Design decode_stage, sky130hd; sources not shown.
==> images/wires.png <==
Drawn at 1.5 px/um.
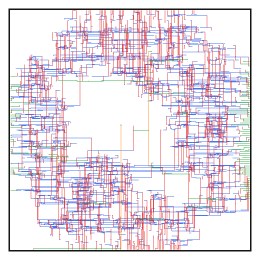
- metal 3: green (wire length 872 um)
- metal 2: red (wire length 7740 um)
- metal 4: orange (wire length 186 um)
- metal 1: blue (wire length 8660 um)
final WL: 17.5 mm
Vias: 5553
GRT Overall Usage: 13.7%
routed length per instance: 14.2 um

==> images/flops_by_reg.png <==
Drawn at 1.5 px/um. Other sequential cells in the stronger grey, the rest of the logic in the fainter grey.
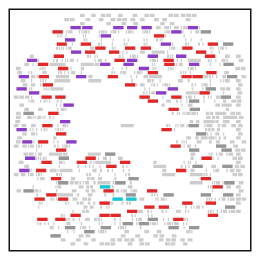
- skid_q: red (flops 70; where widely spread)
- op_class: cyan (flops 3)
- out_pc: purple (flops 32)
- not coloured: 37
Seq power: 1.67 mW
fraction of area in registers: 33.5%

==> images/layer_met3.png <==
Drawn at 1.5 px/um. Cells faint in the background.
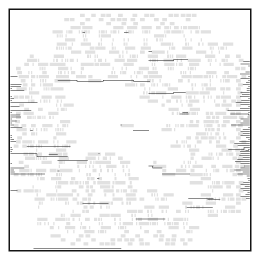
- wire length on this layer: 872 um
- nets with wire on the layer: 111
- main direction: horizontal
- share of all routed wire: 5.0%
M3 GR Usage: 3.79%

==> flow_summary.toml <==
# generated from flow reports
[route]
top_layer_used = "met4"
drt_pass1_iterations = 5
dr_wl_met3_um = 871

[layout]
nonClkBufAreaFrac_pct = 22.7
final_cell_area_sq_um = 8490
comb_share_pct = 31.4
inverters = 4
final-instance-count-excl-fill = 1228
fin_util_pct = 35.2

[power]
cellPowerDensity_nw_per_um2 = 471
pg_comb_uw = 399
p_clk_share_pct = 48.3

[clock_network]
cts_resized = 0
h-tree-depth = 4
cts_sinks = 142

[hold_path]
min_path_type = "reg2reg"
hold_depth = 2

[setup_path]
reg2regPathDepth = 8
critPathMaxStageDelay_ns = 0.67
path_cells = "or2_2 > nand2_1 > inv_1 > ha_1 > or4_2 > buf_4 > nand2_1 > a21oi_1"
crit_cells = 8

[floorplan]
tapCellCount = 324

[logic_synthesis]
ys_area_sq_um = 6090
logic_family = "simple AND/OR/NAND/NOR gates"
synth_warnings = 0
ys_sh_mux_pct = 0
synth_cells = 784
top_cells_by_count = "nand2_1 (271), dfxtp_1 (142), a21oi_1 (73)"

[sta]
fin_skew_ns = 0.00844
rsz0062_at_grt = "no"

[global_routing]
use_met1_pct = 18.4

[run_status]
outcome = "finished, final reports clean"
Power figures rest on the tool's default switching activity, not on a simulated workload.
